Fig. 1: metal layers overlaid
Scale: 10 px per um. Two of the layers only.
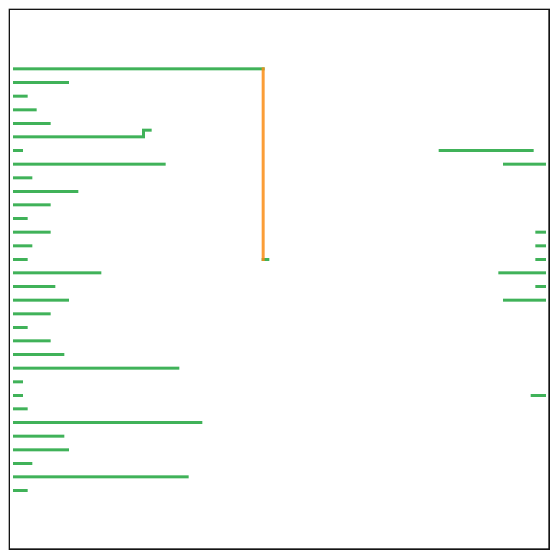
Fig. 2: where the registers sit
Scale: 10 px per um.
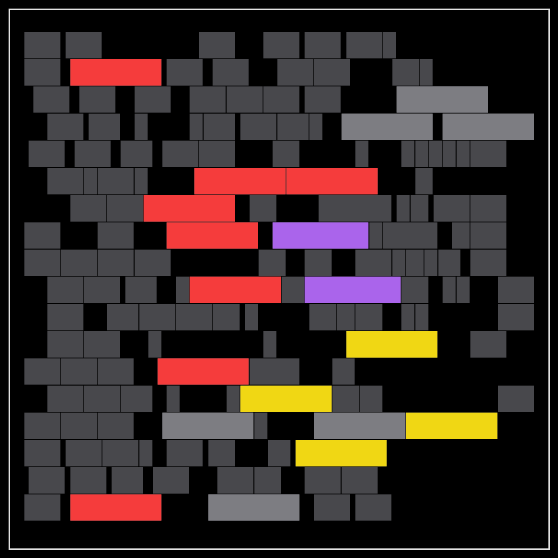
Fig. 3: the metal 3 layer
Scale: 6 px per um.
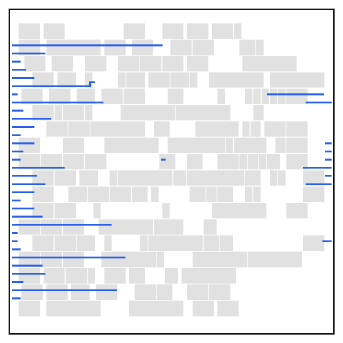
Fig. 4: metal 1
Scale: 12 px per um. Supply wires on this layer in gray.
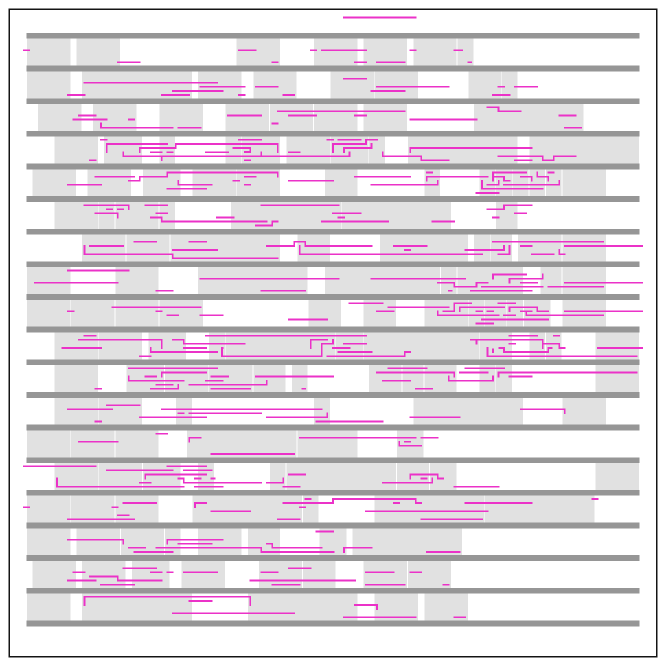
===== config.mk =====
export PLATFORM = sky130hd
export DESIGN_NAME = uart_tx_arbiter
export DESIGN_NICKNAME = d
export VERILOG_FILES = /design/src/rtl/uart_tx_arbiter.sv
export SDC_FILE = /design/constraint.sdc
export NUM_CORES = 1
export LEC_CHECK = 0
export CAP_MARGIN = 20
export CORE_UTILIZATION = 38
export DETAILED_ROUTE_END_ITERATION = 10
export PLACE_DENSITY = 0.75
export SLEW_MARGIN = 10
export SYNTH_ARGS = -nofsm -noshare
export SYNTH_HDL_FRONTEND = slang
export SYNTH_SLANG_ARGS = --single-unit

===== constraint.sdc =====
create_clock -name clk -period 2 [get_ports clk]
set_input_delay 0.2 -clock clk [delete_from_list [all_inputs] [get_ports clk]]
set_output_delay 0.2 -clock clk [all_outputs]
set_load 0.005 [all_outputs]

===== src/rtl/uart_tx_arbiter.sv =====
// Round-robin arbiter sharing one UART transmitter between NUM_REQ byte sources.
// Optional WAIT_START timeout with a sticky error flag when UART_ARB_TIMEOUT_EN is defined.
module uart_tx_arbiter #(
    parameter int NUM_REQ = 4,
    parameter int ID_W    = 2,
    parameter int TIMEOUT = 8
) (
    input  logic                 clk,
    input  logic                 rst,
    input  logic [NUM_REQ-1:0]   req_valid,
    input  logic [8*NUM_REQ-1:0] req_data,
    output logic [NUM_REQ-1:0]   req_ack,
    output logic [7:0]           uart_data,
    output logic                 uart_send,
    input  logic                 uart_tip,
    output logic [ID_W-1:0]      grant_id,
    output logic                 busy,
    output logic                 tout_err
);

    typedef enum logic [1:0] {IDLE, SEND, WAIT_START, WAIT_DONE} state_e;

    state_e              state_q, state_d;
    logic [ID_W-1:0]     ptr_q, ptr_d;
    logic [ID_W-1:0]     grant_id_q, grant_id_d;
    logic [7:0]          uart_data_q, uart_data_d;
    logic [NUM_REQ-1:0]  req_ack_q, req_ack_d;
    logic                uart_send_q, uart_send_d;
    logic                busy_q, busy_d;

    logic                win_found;
    logic                hi_found;
    logic [ID_W-1:0]     hi_id, lo_id, win_id;
    logic [7:0]          win_byte;
    logic                grant;
    logic                tout_hit;

    if (NUM_REQ < 2 || NUM_REQ > 8 || (1 << ID_W) < NUM_REQ || TIMEOUT < 1) begin : g_bad_param
        $error("uart_tx_arbiter: illegal parameter combination");
    end

    // Winner is the lowest set bit above the pointer, else the lowest set bit overall (wrap).
    always_comb begin
        // NOTE: every combinational output gets a default first so no latch is inferred.
        win_found = 1'b0;
        hi_found  = 1'b0;
        hi_id     = '0;
        lo_id     = '0;
        for (int i = NUM_REQ - 1; i >= 0; i--) begin
            if (req_valid[i]) begin
                win_found = 1'b1;
                lo_id     = ID_W'(i);
                if (i > int'(ptr_q)) begin
                    hi_found = 1'b1;
                    hi_id    = ID_W'(i);
                end
            end
        end
        win_id   = hi_found ? hi_id : lo_id;
        win_byte = '0;
        for (int i = 0; i < NUM_REQ; i++) begin
            if (win_id == ID_W'(i)) win_byte = req_data[8*i +: 8];
        end
    end

    assign grant = (state_q == IDLE) && win_found && !uart_tip;

`ifdef UART_ARB_TIMEOUT_EN
    localparam int CNT_W = $clog2(TIMEOUT + 1);

    logic [CNT_W-1:0] cnt_q, cnt_d;
    logic             tout_err_q, tout_err_d;

    assign tout_hit = (state_q == WAIT_START) && !uart_tip && (cnt_q == CNT_W'(TIMEOUT - 1));

    always_comb begin
        cnt_d      = '0;
        tout_err_d = tout_err_q | tout_hit;
        if (state_q == WAIT_START && !uart_tip && !tout_hit) cnt_d = cnt_q + 1'b1;
    end

    always_ff @(posedge clk or posedge rst) begin
        if (rst) begin
            cnt_q      <= '0;
            tout_err_q <= 1'b0;
        end else begin
            cnt_q      <= cnt_d;
            tout_err_q <= tout_err_d;
        end
    end

    assign tout_err = tout_err_q;
`else
    assign tout_hit = 1'b0;
    assign tout_err = 1'b0;
`endif

    always_ff @(posedge clk or posedge rst) begin
        // NOTE: sequential state uses non-blocking assignments so all flops update together.
        if (rst) state_q <= IDLE;
        else     state_q <= state_d;
    end

    always_comb begin
        state_d = state_q;
        case (state_q)
            IDLE:       if (grant) state_d = SEND;
            SEND:       state_d = WAIT_START;
            WAIT_START: begin
                if (uart_tip)      state_d = WAIT_DONE;
                else if (tout_hit) state_d = IDLE;
            end
            WAIT_DONE:  if (!uart_tip) state_d = IDLE;
            default:    state_d = IDLE;
        endcase
    end

    // Registered outputs: send/ack are asserted only for the grant edge, data holds until the next grant.
    always_comb begin
        ptr_d       = ptr_q;
        grant_id_d  = grant_id_q;
        uart_data_d = uart_data_q;
        uart_send_d = grant;
        busy_d      = (state_d != IDLE);
        for (int i = 0; i < NUM_REQ; i++) begin
            req_ack_d[i] = grant && (win_id == ID_W'(i));
        end
        if (grant) begin
            ptr_d       = win_id;
            grant_id_d  = win_id;
            uart_data_d = win_byte;
        end
    end

    always_ff @(posedge clk or posedge rst) begin
        if (rst) begin
            ptr_q       <= ID_W'(NUM_REQ - 1);
            grant_id_q  <= '0;
            uart_data_q <= '0;
            req_ack_q   <= '0;
            uart_send_q <= 1'b0;
            busy_q      <= 1'b0;
        end else begin
            ptr_q       <= ptr_d;
            grant_id_q  <= grant_id_d;
            uart_data_q <= uart_data_d;
            req_ack_q   <= req_ack_d;
            uart_send_q <= uart_send_d;
            busy_q      <= busy_d;
        end
    end

    assign req_ack   = req_ack_q;
    assign uart_data = uart_data_q;
    assign uart_send = uart_send_q;
    assign grant_id  = grant_id_q;
    assign busy      = busy_q;

endmodule


==> Implementation_results.wiki <==
== Implementation results ==
{| class="wikitable"
! Metric !! Value
|-
| Via count normalized by instance count || 5.04
|-
| Setup CP Type || reg2reg
|-
| Number of placed cells counting well taps || 180
|-
| Startpoint kind of the worst setup timing path || flop
|-
| Drt wl/cell || 12.5 um
|-
| FF-to-FF End || uart_data[3]
|-
| Count of cells resized by post-cts repair || 0
|-
| Critical path cell sequence || mux2i_1 > o221ai_2 > or2_1 > o221ai_1
|-
| Status || complete, no violations
|-
| Max-Cap Viols || 0
|-
| End of the critical path || uart_data[3]
|-
| Clock Sink Count || 20
|-
| Placement Cell Area || 1600 um^2
|-
| Number of register bits inferred by synthesis || 20
|-
| Worst slack at placement || 0.0702 ns
|-
| Area growth from synthesis to layout || 60.2%
|-
| Post-synth EDFFs || 0
|-
| Number of OpenROAD warnings || 26
|-
| Met3 WL || 209 um
|-
| Delay of the slowest cell on the worst path || 0.60 ns
|-
| Data required time at the worst endpoint || 2.21 ns
|-
| Post-Syn Instances || 97
|-
| Non-clk buf share || 36.1%
|-
| Y dimension of the die || 53.8 um
|-
| GPL Wtd Cong || 0.681
|-
| Post-CTS Hold Buffers || 0
|-
| Routed length on met2 || 1.07 mm
|-
| Number of post-CTS setup repair buffers || 0
|}
About Fig. 1:
legend:
  green:
    layer: M3
    wire_length: 210 um
  orange:
    layer: M4
    wire_length: 19.0 um

About Fig. 2:
legend:
  yellow:
    signal: req_ack
    sequential_cells: 4
  red:
    signal: uart_data
    sequential_cells: 8
  purple:
    signal: ptr_q
    sequential_cells: 2

About Fig. 3:
main direction: horizontal
wire length on this layer: 210 um
share of all routed wire: 9.1%
longest straight run: 24.8 um

About Fig. 4:
main direction: horizontal
nets with wire on the layer: 163
wire length on this layer: 1000 um

sequential cells by signal, indices dropped and copies added, names as in the netlist:
name       cells
ptr_q          2
grant_id       2
req_ack        4
busy           1
state_q        2
uart_send      1
uart_data      8
cell families (layout without fill, tap and decap cells):
logic type | after synthesis | count (layout) | synth area share, %
and+or+nand+nor | 33 | 33 | 14.0
buffers and inverters | 9 | 66 | 6.00
AOI/OAI and AO/OA | 17 | 17 | 13.7
other | 1 | 1 | 0.367
muxes | 17 | 17 | 16.7
DFF | 20 | 20 | 49.3
worst register-to-register path, stage by stage, from the launching register on:
cell and delay [ns]:
dfstp_2 0.60, mux2i_1 0.24, o221ai_2 0.13, or2_1 0.37
o221ai_1 0.27
report_power, final:
group / switching (uW) / internal [uW]
Combinational: 327 / 503
Sequential: 96.2 / 564
Clock: 120 / 111
Total: 543 / 1180
